Register map, names as in the netlist:
Other sequential cells in the stronger grey, the rest of the logic in the fainter grey.
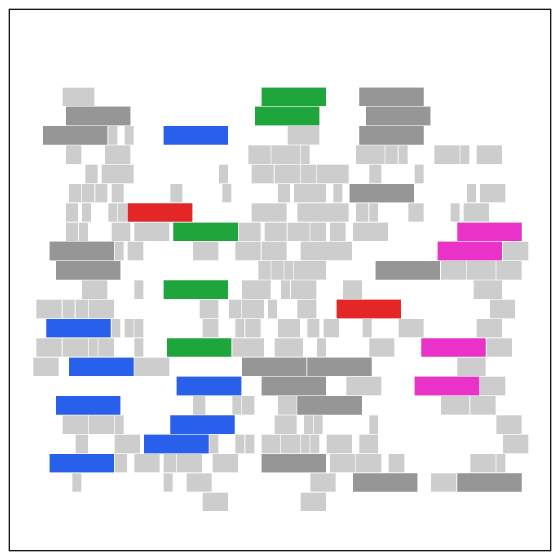
Met3 routing:
Bar = 20 um.
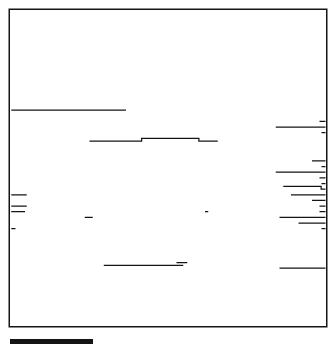
Gate-type map:
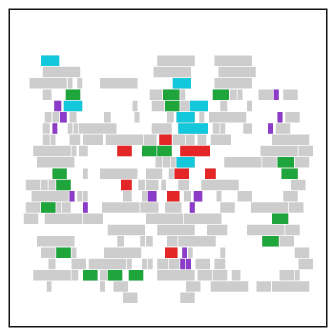
==> src/rtl/decrypt_path_pkg.sv <==
// decrypt_path_pkg: widths, FSM state codes and step constants shared with the encryption chain.
package decrypt_path_pkg;
  localparam int DATA_W    = 8;
  localparam int KEY_W     = 4;
  localparam int ADDR_W    = 4;
  localparam int DIV_STEPS = DATA_W;
  localparam int ROT_AMT   = 2;
  localparam logic [1:0] ST_IDLE = 2'd0;
  localparam logic [1:0] ST_READ = 2'd1;
  localparam logic [1:0] ST_CAPT = 2'd2;
  localparam logic [1:0] ST_DIV  = 2'd3;
endpackage

==> src/rtl/div_restore_step.sv <==
// div_restore_step: one combinational restoring-division step on {rem, quo}.
module div_restore_step
  import decrypt_path_pkg::*;
#(
  parameter int DW = DATA_W,
  parameter int KW = KEY_W
) (
  input  logic [KW:0]   rem_i,
  input  logic [DW-1:0] quo_i,
  input  logic [KW-1:0] div_i,
  output logic [KW:0]   rem_o,
  output logic [DW-1:0] quo_o
);
  logic [KW+1:0] sh, dif;
  logic ge;
  assign sh    = {rem_i, quo_i[DW-1]};
  assign dif   = sh - {2'b00, div_i};
  // a set top bit means sh already exceeds any KW-bit divisor
  assign ge    = sh[KW+1] | ~dif[KW+1];
  assign rem_o = ge ? dif[KW:0] : sh[KW:0];
  assign quo_o = {quo_i[DW-2:0], ge};
endmodule

==> src/rtl/decrypt_path.sv <==
// decrypt_path: reads a ciphertext word, divides it by the key and un-rotates the quotient.
module decrypt_path
  import decrypt_path_pkg::*;
#(
  parameter int DW = DATA_W,
  parameter int KW = KEY_W,
  parameter int AW = ADDR_W
) (
  input  logic          clk,
  input  logic          rst_n,
  input  logic          start,
  input  logic [KW-1:0] key,
  input  logic [AW-1:0] addr,
  output logic          rd_en,
  output logic [AW-1:0] rd_addr,
  input  logic [DW-1:0] rd_data,
  output logic          busy,
  output logic          done,
  output logic [KW-1:0] num,
  output logic          err
);
  localparam int CW = $clog2(DW + 1);
  logic [1:0]    state_q, state_d;
  logic [KW-1:0] key_q, key_d, num_q, num_d;
  logic [KW:0]   rem_q, rem_d, rem_nx;
  logic [DW-1:0] quo_q, quo_d, quo_nx;
  logic [CW-1:0] cnt_q, cnt_d;
  logic [AW-1:0] rd_addr_q, rd_addr_d;
  logic          rd_en_q, rd_en_d, busy_q, busy_d, done_q, done_d, err_q, err_d, bad;
  div_restore_step #(.DW(DW), .KW(KW)) u_step (
    .rem_i(rem_q), .quo_i(quo_q), .div_i(key_q), .rem_o(rem_nx), .quo_o(quo_nx)
  );
  // leftover remainder or a quotient wider than the plaintext cannot be real ciphertext
  assign bad = (|rem_nx) | (|quo_nx[DW-1:KW]);
  always_comb begin
    state_d   = state_q;
    key_d     = key_q;
    rem_d     = rem_q;
    quo_d     = quo_q;
    cnt_d     = cnt_q;
    rd_addr_d = rd_addr_q;
    rd_en_d   = 1'b0;
    busy_d    = 1'b1;
    done_d    = 1'b0;
    num_d     = num_q;
    err_d     = err_q;
    case (state_q)
      ST_IDLE: begin
        busy_d    = start;
        key_d     = start ? key : key_q;
        rd_addr_d = start ? addr : rd_addr_q;
        rd_en_d   = start;
        state_d   = start ? ST_READ : ST_IDLE;
      end
      ST_READ: state_d = ST_CAPT;
      ST_CAPT: begin
        done_d  = key_q == '0;
        err_d   = key_q == '0 ? 1'b1 : err_q;
        num_d   = key_q == '0 ? '0 : num_q;
        rem_d   = '0;
        quo_d   = rd_data;
        cnt_d   = CW'(DW);
        state_d = key_q == '0 ? ST_IDLE : ST_DIV;
      end
      ST_DIV: begin
        rem_d  = rem_nx;
        quo_d  = quo_nx;
        cnt_d  = cnt_q - CW'(1);
        done_d = cnt_q == CW'(1);
        if (cnt_q == CW'(1)) begin
          err_d   = bad;
          num_d   = bad ? '0 : {quo_nx[ROT_AMT-1:0], quo_nx[KW-1:ROT_AMT]};
          state_d = ST_IDLE;
        end
      end
      default: state_d = ST_IDLE;
    endcase
  end
  always_ff @(posedge clk or negedge rst_n) begin
    if (!rst_n) begin
      state_q   <= ST_IDLE;
      key_q     <= '0;
      rem_q     <= '0;
      quo_q     <= '0;
      cnt_q     <= '0;
      rd_addr_q <= '0;
      rd_en_q   <= 1'b0;
      busy_q    <= 1'b0;
      done_q    <= 1'b0;
      num_q     <= '0;
      err_q     <= 1'b0;
    end else begin
      state_q   <= state_d;
      key_q     <= key_d;
      rem_q     <= rem_d;
      quo_q     <= quo_d;
      cnt_q     <= cnt_d;
      rd_addr_q <= rd_addr_d;
      rd_en_q   <= rd_en_d;
      busy_q    <= busy_d;
      done_q    <= done_d;
      num_q     <= num_d;
      err_q     <= err_d;
    end
  end
  assign rd_en   = rd_en_q;
  assign rd_addr = rd_addr_q;
  assign busy    = busy_q;
  assign done    = done_q;
  assign num     = num_q;
  assign err     = err_q;
endmodule
==> config.mk <==
export PLATFORM = sky130hd
export DESIGN_NAME = decrypt_path
export DESIGN_NICKNAME = d
export VERILOG_FILES = /design/src/rtl/decrypt_path_pkg.sv /design/src/rtl/div_restore_step.sv /design/src/rtl/decrypt_path.sv
export SDC_FILE = /design/constraint.sdc
export NUM_CORES = 1
export LEC_CHECK = 0
export ABC_CLOCK_PERIOD_IN_PS = 2600
export CAP_MARGIN = 10
export CELL_PAD_IN_SITES_DETAIL_PLACEMENT = 0
export CELL_PAD_IN_SITES_GLOBAL_PLACEMENT = 1
export CORE_MARGIN = 3
export CORE_UTILIZATION = 35
export CTS_CLUSTER_DIAMETER = 50
export DETAILED_ROUTE_END_ITERATION = 16
export PLACE_DENSITY = 0.72
export RECOVER_POWER = 100
export SLEW_MARGIN = 20
export SYNTH_ARGS = -nofsm -noshare
export SYNTH_HDL_FRONTEND = slang
export SYNTH_SLANG_ARGS = --single-unit
==> constraint.sdc <==
create_clock -name clk -period 2.6 [get_ports clk]
set_input_delay 0.26 -clock clk [delete_from_list [all_inputs] [get_ports clk]]
set_output_delay 0.26 -clock clk [all_outputs]
set_load 0.02 [all_outputs]
==> results.py <==
# Flow results
metrics = {
    "critical_path": {
        "end_kind": "flip-flop",
        "path_common_cell": "inv_1",
        "crit_start": "quo_q[7]",
        "ff2ff_path_depth": 9,
        "crit_cells": 9,
        "timing.rr.end": "num[0]",
        "cp_num_buf_inv": 2,
        "cp_cell_sequence": "inv_1, ha_1, inv_1, fa_1, a21o_2, a21oi_1, or2b_2, nand4_1, o31ai_1",
        "cpPeakStageDelay_ns": 0.40,
        "cp_slowest_cell": "dfrtp_1",
        "cp_top_family": "AND-OR/OR-AND gates",
        "r2r_slack_ns": 0.39,
        "r2r_start": "quo_q[7]",
        "critical_path_required_ns": 2.78,
        "critical_path.endpoint": "num[0]",
        "arrival_ns": 2.39,
        "cp-start-kind": "flip-flop",
        "crit_path_max_fanout": 5,
    },
    "synthesis": {
        "syn_area_um2": 1720,
        "fa_ha_area_share_pct": 5.52,
        "yosysWarnings": 0,
        "synthTopCellsByCount": "dfrtp_1, inv_1, mux2i_1, nor2_1",
        "yosys_cells": 158,
        "synthCells": 158,
        "ys.flop_type": "dfrtp_1",
        "mux_area_share_pct": 10.3,
        "syn_area_per_cell_um2": 10.9,
        "synth-seq-area-share_pct": 50.8,
        "edf_count": 0,
        "largest_area_cell": "dfrtp_1",
        "synth_flops": 35,
        "synthAoiAreaFrac_pct": 15.9,
        "top_cell": "dfrtp_1",
        "netlist.area_leader.share_pct": 50.8,
        "ys_top_logic_family": "AND-OR/OR-AND gates",
        "ys_sh_simple_pct": 12.1,
        "async_flop_share_pct": 100,
        "ys_area_um2": 1720,
        "xor_area_share_pct": 0.508,
        "fp_nets": 184,
    },
    "clock_tree": {
        "cts_resized": 0,
        "clk_path_buf_depth": 2,
        "cts_max_level": 2,
        "post-cts-setup-buffers": 0,
        "ctsHoldBuffers": 0,
        "clkLatencyLatePin_ns": 0.28,
        "cts_root_buffer": "clkbuf_8",
        "cts_buffers": 5,
        "cts.clk_slew.worst_paths_ns": 0.07,
        "tritoncts": "yes",
    },
    "sta": {
        "fin_skew_ns": 0.00648,
        "max_freq_mhz": 452,
        "whs_ns": 0.477,
        "slew_viol_final": 36,
        "setup_tns_ns": 0,
        "tightestPinTransition_ns": 1.86,
        "min_period_ns": 2.21,
        "setup_viol": 0,
        "grt_setup_unrepaired": "no",
        "finalCritPeriodShare_pct": 85.2,
        "finalWorstSetupSlack_ns": 0.385,
    },
    "cells_and_area": {
        "buffer_area_share_pct": 14.7,
        "logic_area_um2": 744,
        "fin_nets": 219,
        "largest_register": "quo_q",
        "largest_reg_flops": 8,
        "nNonClkBuffers": 34,
        "seqAreaFraction_pct": 40.8,
        "biggestCellCategory": "sequential cells",
        "inverters": 15,
        "reg_top3": "quo_q (8), rem_q (5)",
        "n_fill_cell": 449,
        "lay_top_count": "dfrtp_1",
        "antenna-diode-count": 0,
        "most-common-layout-cells": "dfrtp_1, clkdlybuf4s50_1, inv_1",
        "flops": 35,
        "comb_cells": 102,
        "final_cells": 257,
        "clk_share_pct": 3.38,
        "seqCellArea_um2": 876,
        "drive_above_1_share_pct": 9.38,
    },
    "power": {
        "clkPwrFrac_pct": 13.7,
        "p_sw_share_pct": 39.0,
        "p_sw_uw": 989,
        "top_power_group": "combinational logic",
        "powerDensity_nw_per_um2": 1180,
        "p_leak_uw": 0.000988,
        "p_comb_uw": 1230,
        "finalPower_uw": 2530,
        "seq_power_share_pct": 37.7,
        "pg_seq_uw": 957,
        "powerClk_uw": 347,
        "power.share.combinational_pct": 48.6,
        "p_int_uw": 1550,
        "ir_worst_vdd_uv": 619,
    },
    "die": {
        "dieWidth_um": 76.2,
        "initCoreUtil_pct": 37.7,
        "ioPinCount": 31,
        "row_count": 24,
        "fp.coreArea_um2": 4560,
        "die_area_um2": 5800,
        "taps": 65,
    },
    "min_path": {
        "hold_depth": 2,
        "hp-class": "flip-flop to flip-flop",
        "hp-start": "num[1]",
    },
    "global_route": {
        "grt_overflow": 0,
        "grt_pass1_vias": 1310,
        "grt_pass1_wl_mm": 6.12,
        "grt_max_degree": 36,
        "grt_use_met2_pct": 22.9,
        "use_met1_pct": 15.8,
        "antenna_found_initial": 0,
        "track_usage_pct": 13.2,
    },
    "route": {
        "drtAntennaViolNets": 0,
        "dr_wl_met2_mm": 1.72,
        "drc": 0,
        "drt_iter0_markers": 44,
        "viasPerCell": 4.94,
        "wl_per_cell_um": 13.8,
        "drt-total-wl_mm": 3.54,
        "met3WireLength_um": 175,
        "top_layer_used": "met4",
        "drt-pass1-iter-count": 6,
        "m1WireLength_mm": 1.61,
    },
    "run": {
        "warnings": 27,
        "maxCapViolCount": 1,
    },
    "placed_design": {
        "dp.cells": 251,
        "place_hpwl_mm": 2.69,
        "dpl_cell_area_um2": 2110,
        "place_congestion": 0.772,
    },
    "outcome": {
        "violations": "capacitance limit, slew limit",
        "status": "finished with violations",
    },
}
-- 'register map, names as in the netlist' (at the start) --
Key: red = state_q [placed flops 2]; green = rem_q [placed flops 5]; magenta = rd_addr [placed flops 4, where right middle]; blue = quo_q [placed flops 8]
Another 16 sequential cells are not coloured.

-- 'met3 routing' (at the start) --
25 nets have wire on it. The layer carries 176 um of wire. The layer holds 5.0% of the routed length. The longest straight run is 27.4 um.

-- 'gate-type map' (at the start) --
Key: cyan = fa/ha/maj cells [cells 7, most used ha_1]; green = mux cells [cells 17, most used mux2i_1]; red = non-inverting ao/oa cells [cells 8, most used a21o_1, where middle]; purple = nand cells [cells 14, most used nand2_1]

Power and IR drop assume default switching activity.
